Figure 1. Where the registers sit.
The bar under the picture is 50 um long. Other sequential cells in the stronger gray, the rest of the logic in the fainter gray.
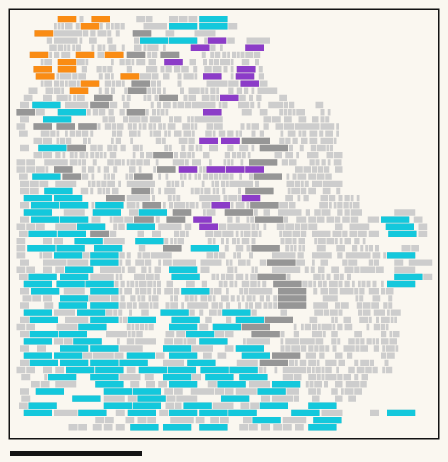
Figure 2. Zoomed window.
The bar under the picture is 5 um long. Window x 71 to 91, y 104 to 124 um. Cells in gray, sequential cells in the stronger gray; small squares are vias.
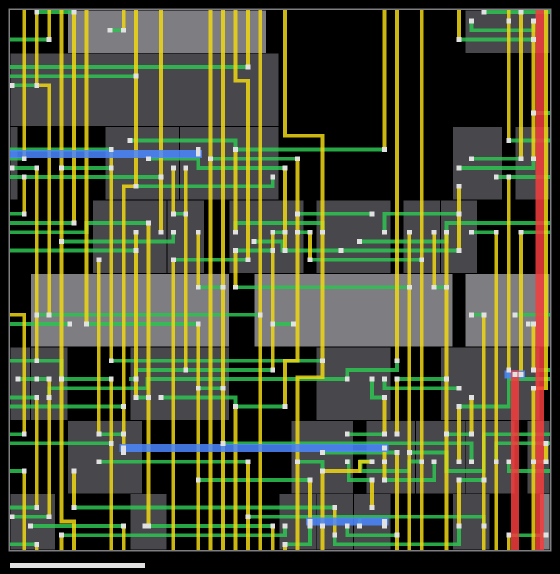
Figure 3. Selected gate families.
The bar under the picture is 50 um long.
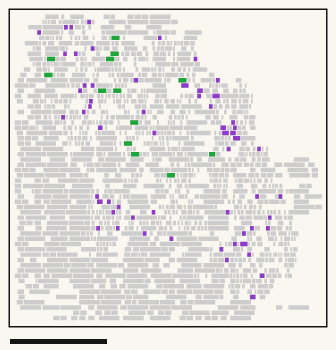
Figure 4. Wiring by layer.
The bar under the picture is 50 um long.
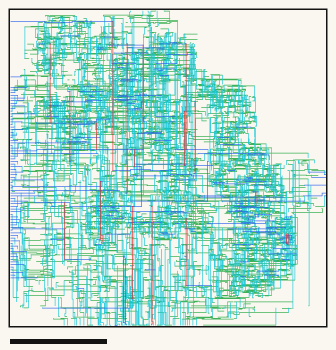
Figure 5. Routing congestion.
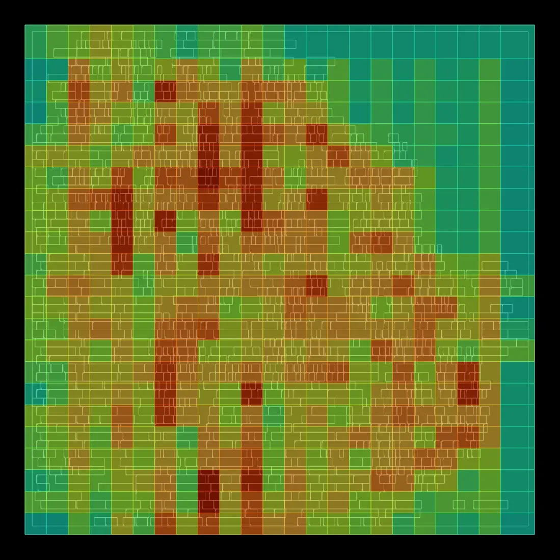
**src/rtl/uart_multi_temp_tx.sv**
```systemverilog
// -----------------------------------------------------------------------------
// uart_multi_temp_tx
//
// Prints a multi-channel temperature report over an 8N1 UART line.
// One start request snapshots all channel temperatures (signed, x100) and the
// channel mask. Each enabled channel is then sent, in ascending index order, as
//   'C' <idx> ':' <sign> <INT_DIGITS integer digits> '.' <2 fraction digits> CR LF
// Values whose magnitude exceeds the printable range are shown as all '9's
// with their true sign, and flag the channel in ovf.
//
// Ports
//   clk      : system clock, everything on the rising edge
//   rst      : synchronous active-high reset
//   start    : one-cycle request to send one report (ignored while busy
//              or when ch_mask is zero)
//   ch_mask  : enabled channels, bit i = channel i
//   temp_bus : NUM_CH x 32-bit signed temperatures x100, channel i at [32*i +: 32]
//   tx       : UART line, LSB first, idle high
//   busy     : high while a report is in progress
//   done     : one-cycle pulse on the cycle busy falls
//   ovf      : per-channel saturation flags of the last report
// -----------------------------------------------------------------------------
module uart_multi_temp_tx #(
    parameter int CLK_FREQ   = 100_000_000,
    parameter int BAUD       = 9600,
    parameter int NUM_CH     = 4,
    parameter int INT_DIGITS = 3
) (
    input  logic                 clk,
    input  logic                 rst,
    input  logic                 start,
    input  logic [NUM_CH-1:0]    ch_mask,
    input  logic [32*NUM_CH-1:0] temp_bus,
    output logic                 tx,
    output logic                 busy,
    output logic                 done,
    output logic [NUM_CH-1:0]    ovf
);

    localparam int BAUD_DIV = CLK_FREQ / BAUD;
    localparam int CNT_W    = (BAUD_DIV > 2) ? $clog2(BAUD_DIV) : 1;
    localparam int ND       = INT_DIGITS + 2;   // decimal digits per channel
    localparam int NCHARS   = INT_DIGITS + 9;   // characters per channel line
    localparam logic [32:0] LIMIT = 33'(10**INT_DIGITS * 100 - 1);
    localparam logic [CNT_W-1:0] CNT_LAST = CNT_W'(BAUD_DIV - 1);
    // The stop bit's last clock is spent in NEXT_CHAR, so STOP itself is one
    // clock short; this keeps the stop bit exactly BAUD_DIV clocks long and lets
    // the next start bit follow without a gap.
    localparam logic [CNT_W-1:0] CNT_STOP = CNT_W'(BAUD_DIV - 2);

    typedef enum logic [2:0] {
        IDLE, CONV, START, DATA, STOP, NEXT_CHAR
    } state_t;

    typedef logic [ND-1:0][3:0] digits_t;   // index 0 = most significant digit

    state_t                state_q, state_d;
    logic [CNT_W-1:0]      cnt_q, cnt_d;
    logic [2:0]            bit_q, bit_d;
    logic [3:0]            char_q, char_d;
    logic [2:0]            conv_q, conv_d;
    logic [2:0]            ch_q, ch_d;
    logic [NUM_CH-1:0]     pend_q, pend_d;
    logic [NUM_CH-1:0]     ovf_q, ovf_d;
    logic                  done_q, done_d;
    logic                  tx_q, tx_d;
    logic [32*NUM_CH-1:0]  temp_q, temp_d;
    logic                  neg_q, neg_d;
    logic [19:0]           work_q, work_d;
    digits_t               digits_q, digits_d;

    logic [31:0]           cur_temp;
    logic signed [32:0]    val33;
    logic [32:0]           mag;
    logic [NUM_CH-1:0]     pend_rest;
    logic [7:0]            next_char;

    // Lowest set bit of a channel mask.
    function automatic logic [2:0] first_ch(input logic [NUM_CH-1:0] m);
        logic [2:0] idx;
        idx = '0;
        for (int i = NUM_CH - 1; i >= 0; i--) begin
            if (m[i]) idx = 3'(i);
        end
        return idx;
    endfunction

    // ASCII character at position pos of one channel's line.
    function automatic logic [7:0] char_at(input logic [3:0] pos, input logic [2:0] ch,
                                           input logic neg, input digits_t dig);
        logic [7:0] c;
        int         p;
        p = int'(pos);
        if (p == 0)                    c = "C";
        else if (p == 1)               c = 8'h30 + {5'd0, ch};
        else if (p == 2)               c = ":";
        else if (p == 3)               c = neg ? "-" : "+";
        else if (p < 4 + INT_DIGITS)   c = 8'h30 + {4'd0, dig[3'(p - 4)]};
        else if (p == 4 + INT_DIGITS)  c = ".";
        else if (p < 7 + INT_DIGITS)   c = 8'h30 + {4'd0, dig[3'(p - 5)]};
        else if (p == 7 + INT_DIGITS)  c = 8'h0D;
        else                           c = 8'h0A;
        return c;
    endfunction

    always_comb begin
        state_d  = state_q;
        cnt_d    = cnt_q;
        bit_d    = bit_q;
        char_d   = char_q;
        conv_d   = conv_q;
        ch_d     = ch_q;
        pend_d   = pend_q;
        ovf_d    = ovf_q;
        done_d   = 1'b0;
        temp_d   = temp_q;
        neg_d    = neg_q;
        work_d   = work_q;
        digits_d = digits_q;

        cur_temp  = temp_q[32*int'(ch_q) +: 32];
        // 33-bit magnitude so that -2^31 negates without overflow.
        val33     = {cur_temp[31], cur_temp};
        mag       = val33[32] ? 33'(-val33) : 33'(val33);
        pend_rest = pend_q & ~(NUM_CH'(1) << ch_q);

        case (state_q)
            IDLE: begin
                cnt_d = '0;
                if (start && (ch_mask != '0)) begin
                    temp_d  = temp_bus;
                    pend_d  = ch_mask;
                    ch_d    = first_ch(ch_mask);
                    ovf_d   = '0;
                    conv_d  = '0;
                    state_d = CONV;
                end
            end
            CONV: begin
                if (conv_q == 3'd0) begin
                    neg_d = cur_temp[31];
                    // Loading the limit itself makes the extraction emit all '9's.
                    if (mag > LIMIT) begin
                        work_d = LIMIT[19:0];
                        ovf_d  = ovf_q | (NUM_CH'(1) << ch_q);
                    end else begin
                        work_d = mag[19:0];
                    end
                    conv_d = 3'd1;
                end else begin
                    // One decimal digit per clock, least significant first.
                    digits_d[3'(ND) - conv_q] = 4'(work_q % 20'd10);
                    work_d = work_q / 20'd10;
                    if (conv_q == 3'(ND)) begin
                        char_d  = '0;
                        cnt_d   = '0;
                        state_d = START;
                    end else begin
                        conv_d = conv_q + 1'b1;
                    end
                end
            end
            START: begin
                if (cnt_q == CNT_LAST) begin
                    cnt_d   = '0;
                    bit_d   = '0;
                    state_d = DATA;
                end else begin
                    cnt_d = cnt_q + 1'b1;
                end
            end
            DATA: begin
                if (cnt_q == CNT_LAST) begin
                    cnt_d = '0;
                    if (bit_q == 3'd7) state_d = STOP;
                    else               bit_d   = bit_q + 1'b1;
                end else begin
                    cnt_d = cnt_q + 1'b1;
                end
            end
            STOP: begin
                if (cnt_q == CNT_STOP) begin
                    cnt_d   = '0;
                    state_d = NEXT_CHAR;
                end else begin
                    cnt_d = cnt_q + 1'b1;
                end
            end
            NEXT_CHAR: begin
                cnt_d = '0;
                if (char_q != 4'(NCHARS - 1)) begin
                    char_d  = char_q + 1'b1;
                    state_d = START;
                end else if (pend_rest != '0) begin
                    pend_d  = pend_rest;
                    ch_d    = first_ch(pend_rest);
                    conv_d  = '0;
                    state_d = CONV;
                end else begin
                    pend_d  = '0;
                    done_d  = 1'b1;
                    state_d = IDLE;
                end
            end
            default: begin
                cnt_d   = '0;
                state_d = IDLE;
            end
        endcase

        // tx is registered from next-state values so the line is glitch-free
        // and aligned with the state it belongs to.
        next_char = char_at(char_d, ch_d, neg_d, digits_d);
        case (state_d)
            START:   tx_d = 1'b0;
            DATA:    tx_d = next_char[bit_d];
            default: tx_d = 1'b1;
        endcase
    end

    always_ff @(posedge clk) begin
        if (rst) begin
            state_q <= IDLE;
            cnt_q   <= '0;
            bit_q   <= '0;
            char_q  <= '0;
            conv_q  <= '0;
            ch_q    <= '0;
            pend_q  <= '0;
            ovf_q   <= '0;
            done_q  <= 1'b0;
            tx_q    <= 1'b1;
        end else begin
            state_q <= state_d;
            cnt_q   <= cnt_d;
            bit_q   <= bit_d;
            char_q  <= char_d;
            conv_q  <= conv_d;
            ch_q    <= ch_d;
            pend_q  <= pend_d;
            ovf_q   <= ovf_d;
            done_q  <= done_d;
            tx_q    <= tx_d;
        end
    end

    // Datapath registers carry no reset; they are always loaded before use.
    always_ff @(posedge clk) begin
        temp_q   <= temp_d;
        neg_q    <= neg_d;
        work_q   <= work_d;
        digits_q <= digits_d;
    end

    assign tx   = tx_q;
    assign busy = (state_q != IDLE);
    assign done = done_q;
    assign ovf  = ovf_q;

endmodule

```
**config.mk**
```make
export PLATFORM = sky130hd
export DESIGN_NAME = uart_multi_temp_tx
export DESIGN_NICKNAME = d
export VERILOG_FILES = /design/src/rtl/uart_multi_temp_tx.sv
export SDC_FILE = /design/constraint.sdc
export NUM_CORES = 1
export LEC_CHECK = 0
export ABC_CLOCK_PERIOD_IN_PS = 17200
export CAP_MARGIN = 20
export CORE_MARGIN = 2
export CORE_UTILIZATION = 50
export CTS_CLUSTER_DIAMETER = 120
export DETAILED_ROUTE_END_ITERATION = 7
export PLACE_DENSITY = 0.76
export SLEW_MARGIN = 15
export SYNTH_ARGS = -nofsm -noshare
export SYNTH_HDL_FRONTEND = slang
export SYNTH_SLANG_ARGS = --single-unit
```
**constraint.sdc**
```tcl
create_clock -name clk -period 17.2 [get_ports clk]
set_clock_uncertainty 0.2 [all_clocks]
set_input_delay 1.72 -clock clk [delete_from_list [all_inputs] [get_ports clk]]
set_output_delay 1.72 -clock clk [all_outputs]
set_load 0.02 [all_outputs]
```
==> run summary <==
flow finished, numbers: Yosys Instances=between 1k and 1.5k, vias post-DR=10.44k, DR pass1 iterations=6, H-tree levels=1, slew at the pin closest to its max-slew limit=a little under 1 ns, hpwl dp=approximately 22 mm, crit-path max FO=25, Max-Cap Viols=0, Post-synth regs=209, die area=approximately 26000 um2, min Tclk post-route=~9 ns, antenna viol nets, final=0, Slew HR=0.3560, Top logic family=AND-OR/OR-AND gates, yosys simple share=0.1746, EDFF count, synth=about 150, met1 WL=between 10 and 15 mm, hold buffers post-CTS=0, Max-area cell share=0.3534, ys async rst share=0, top cells, area=edfxtp_1, dfxtp_1, mux4_2, Avg Inst Size Synth=~10 um2, initial antenna violation count=3, DRC viols=0, RSZ-0062 raised after global routing=false, layout cells sized above 1=0.09978, Yosys top cell by area=edfxtp_1, yosys stat area=12570 um2, Latency at later pin=approximately 0.55 ns, CP endpoint kind=register, Reg power frac=0.254, placed insts=about 1.7k, CTS Buf Count=24, Ports=142, Area Growth Syn to Fin=19.36%, cell repeated most along the worst path=o31ai_1, yosys xor share=0.03254, First DRT Iteration DRCs=around 970, Mapped Area=around 13000 um2, Comb pwr share=0.555, Hold Fails Final Rpt=0, post_cts resized=0, WL met2=15.07 mm, final worst-path setup slack=approximately 8.2 ns, max incr delay on CP=between 0.8 and 0.9 ns, Tot GR Track Use=0.2350, ao+oa area frac=0.2159, tool warning count=31, Hold WS=0.2863 ns, CTS tree=yes, CTS max path bufs=3, Wirelength per Cell=18.39 um, Fill cells=~2.0k, routability cong.=between 0.9 and 1, fin crit share=0.5210, Root Buffer=clkbuf_16, CP max-delay cell=edfxtp_1, register clock-pin slew on the reported worst setup and hold paths=roughly 0.060 ns, clock network power share=0.191, setup repair bufs after CTS=0, crit path launch type=register, unique cell type count in the Yosys netlist=roughly 120, Switching Fraction=0.4375, DR WL met3=~2.1 mm, Setup WS pre-CTS=around 8.4 ns, setup tns final=0 ns, Power Internal=1.552 mW, die height=around 160 um, mux share=0.07741, vias in the first global route=just under 10k, # setup viols final=0, first-pass GRT wire length=slightly above 50 mm, ys flop type=edfxtp_1, Leakage=between 5 and 6 nW, nets=between 1k and 1.5k, FP Rows=around 58, status=finished clean, Req. time, crit path=around 17 ns, total grt overflow=0, yosys warns=0, total wire length=31.20 mm, Fmax=between 100 and 150 MHz, Max Used Layer=met4, Total Power=around 2.8 mW, max-slew violations=0, VDD IR-drop max=about 0.15 mV, Port Buf Inserts=roughly 140, Cells after Synth=1232, Post-Layout Inst Area=about 15000 um2, register share after synthesis=0.4505, CP Class=register to register, power density over cell area=between 150 and 200 nW/um2, CTS Sinks=around 210, Net Switching=about 1.2 mW, DP Area=around 14000 um2, FA/HA/MAJ Cells, Area Fraction=0.01274, Die Width=between 150 and 200 um, FP Util=0.5037, vias per cell=6.156, Arr. time, crit path=between 9 and 10 ns, pin count of the biggest net entering global routing=approximately 80, Worst Hold Class=register to register, core area=~25000 um2
Notes on Figure 1 above:
orange -> `cnt_q`  # sequential cells 14, where north-west
purple -> `digits_q`  # sequential cells 20
cyan -> `temp_q`  # sequential cells 128
not colored = 47

Notes on Figure 2 above:
green -> M1
red -> M4
yellow -> M2
blue -> M3
most frequent = nand2_1 (8)
netlist names of flops here include = `digits_q` (3)
cells with their middle in the window = 31
sequential cells in the window = 3

Notes on Figure 3 above:
green -> fa/ha/maj cells  # cells 13
purple -> and/or cells  # cells 59
non-filler instance count after layout: 1696
Commonest Layout Cell: edfxtp_1
logic share of the area: 0.4311

Notes on Figure 4 above:
cyan -> M2  # wire length 15100 um
green -> M1  # wire length 13300 um
red -> M4  # wire length 758 um
blue -> M3  # wire length 2080 um

Notes on Figure 5 above:
GRT met1 Usage: 0.3159
Finished Core Util: 0.6012
Most Crowded Layer GR: met2
grt met2 use: 0.3942
met3 Usage GRT: 0.04304

## logic make-up (layout without fill, tap and decap cells)
family / Yosys count / in the layout
compound gates: 368 / 368
buf+inv: 102 / 231
simple gates: 439 / 439
other cells: 1 / 6
mux: 55 / 55
xor+xnor: 45 / 45
flops: 209 / 209
fa+ha+maj: 13 / 13
## cell type report
class / count / area, um2 / share of cell area
clock inverters: 15 / 185.2 / 0.01234
flip-flops and latches: 209 / 5668 / 0.3776
clock buffers: 28 / 636.9 / 0.04243
repair buffers: 151 / 1486 / 0.09903
well taps: 330 / 412.9 / 0.02751
inverters: 37 / 141.4 / 0.009420
multi-input cells: 923 / 6471 / 0.4311
diodes: 3 / 7.507 / 0.0005002
## worst max-delay path: cells and delay by family, from the launching register on
| kind | cells | cell delay [ns] |
|---|---|---|
| simple gates | 10 | 2.66 |
| mux | 3 | 0.86 |
| flops | 1 | 0.85 |
| compound gates | 14 | 3.85 |
| xor+xnor | 1 | 0.52 |
## registers in the layout, summed over array words and instances (netlist names)
signal	flops
digits_q	20
work_q	20
temp_q	128
conv_q	3
cnt_q	14
bit_q	3
pend_q	4
tx	1
neg_q	1
done	1
ovf	4
ch_q	3
state_q	3
char_q	4
## synth_stat cells (18+ instances only)
| library cell | number |
|---|---|
| a21oi_1 | 79 |
| inv_1 | 34 |
| clkbuf_1 | 46 |
| xor2_1 | 19 |
| mux4_2 | 33 |
| o21ai_0 | 58 |
| nor3_1 | 32 |
| a211oi_1 | 18 |
| o31ai_1 | 18 |
| nand2_1 | 98 |
| dfxtp_1 | 61 |
| xnor2_1 | 24 |
| a31oi_1 | 21 |
| edfxtp_1 | 148 |
| nor2_1 | 131 |
| nand3_1 | 43 |
## power by group through the flow
stage                     sequential [mW]  combinational (mW)  clock (mW)
after detailed placement            0.711                1.50           0
after CTS                           0.701                1.52       0.536
final                               0.702                1.53       0.527
after floorplan                     0.673                1.26           0
after global placement              0.708                1.48           0
after global routing                0.712                1.69       0.555
## layout by cell type (no fill, tap or decap), types with 7 or more instances in the layout
cell type / count
a211o_1: 10
o22ai_1: 7
o31ai_1: 18
mux4_2: 33
and2_1: 10
o21ai_0: 58
buf_4: 10
xor2_1: 19
and3_1: 15
nor2b_1: 14
nand4_1: 15
nand2_1: 98
nand3_1: 43
mux2i_1: 16
nor3_1: 32
clkbuf_16: 25
o211ai_1: 9
o2111ai_1: 7
or3_1: 10
a22oi_1: 7
a21o_1: 9
inv_1: 33
ha_1: 12
a21oi_1: 79
dfxtp_1: 59
nand2b_1: 16
a211oi_1: 18
edfxtp_1: 148
xnor2_1: 24
clkdlybuf4s50_1: 141
o21a_1: 7
nor2_1: 131
a31oi_1: 21
## layer usage
metal  up-vias  GRT usage
li1       5003          -
met1      4988     0.3159
met2       399     0.3942
met3        50    0.04304
met4         0    0.06154
met5         -          0
## worst paths after layout
check	cells after the start	slack [ns]	startpoint	endpoint
worst max-delay path	28	8.24	work_q[15]	tx
worst max register to register	28	8.24	work_q[15]	tx
worst min register to register	2	0.29	digits_q[8]	digits_q[8]
worst min-delay path	2	0.29	digits_q[8]	digits_q[8]
Power figures rest on the tool's default switching activity, not on a simulated workload.
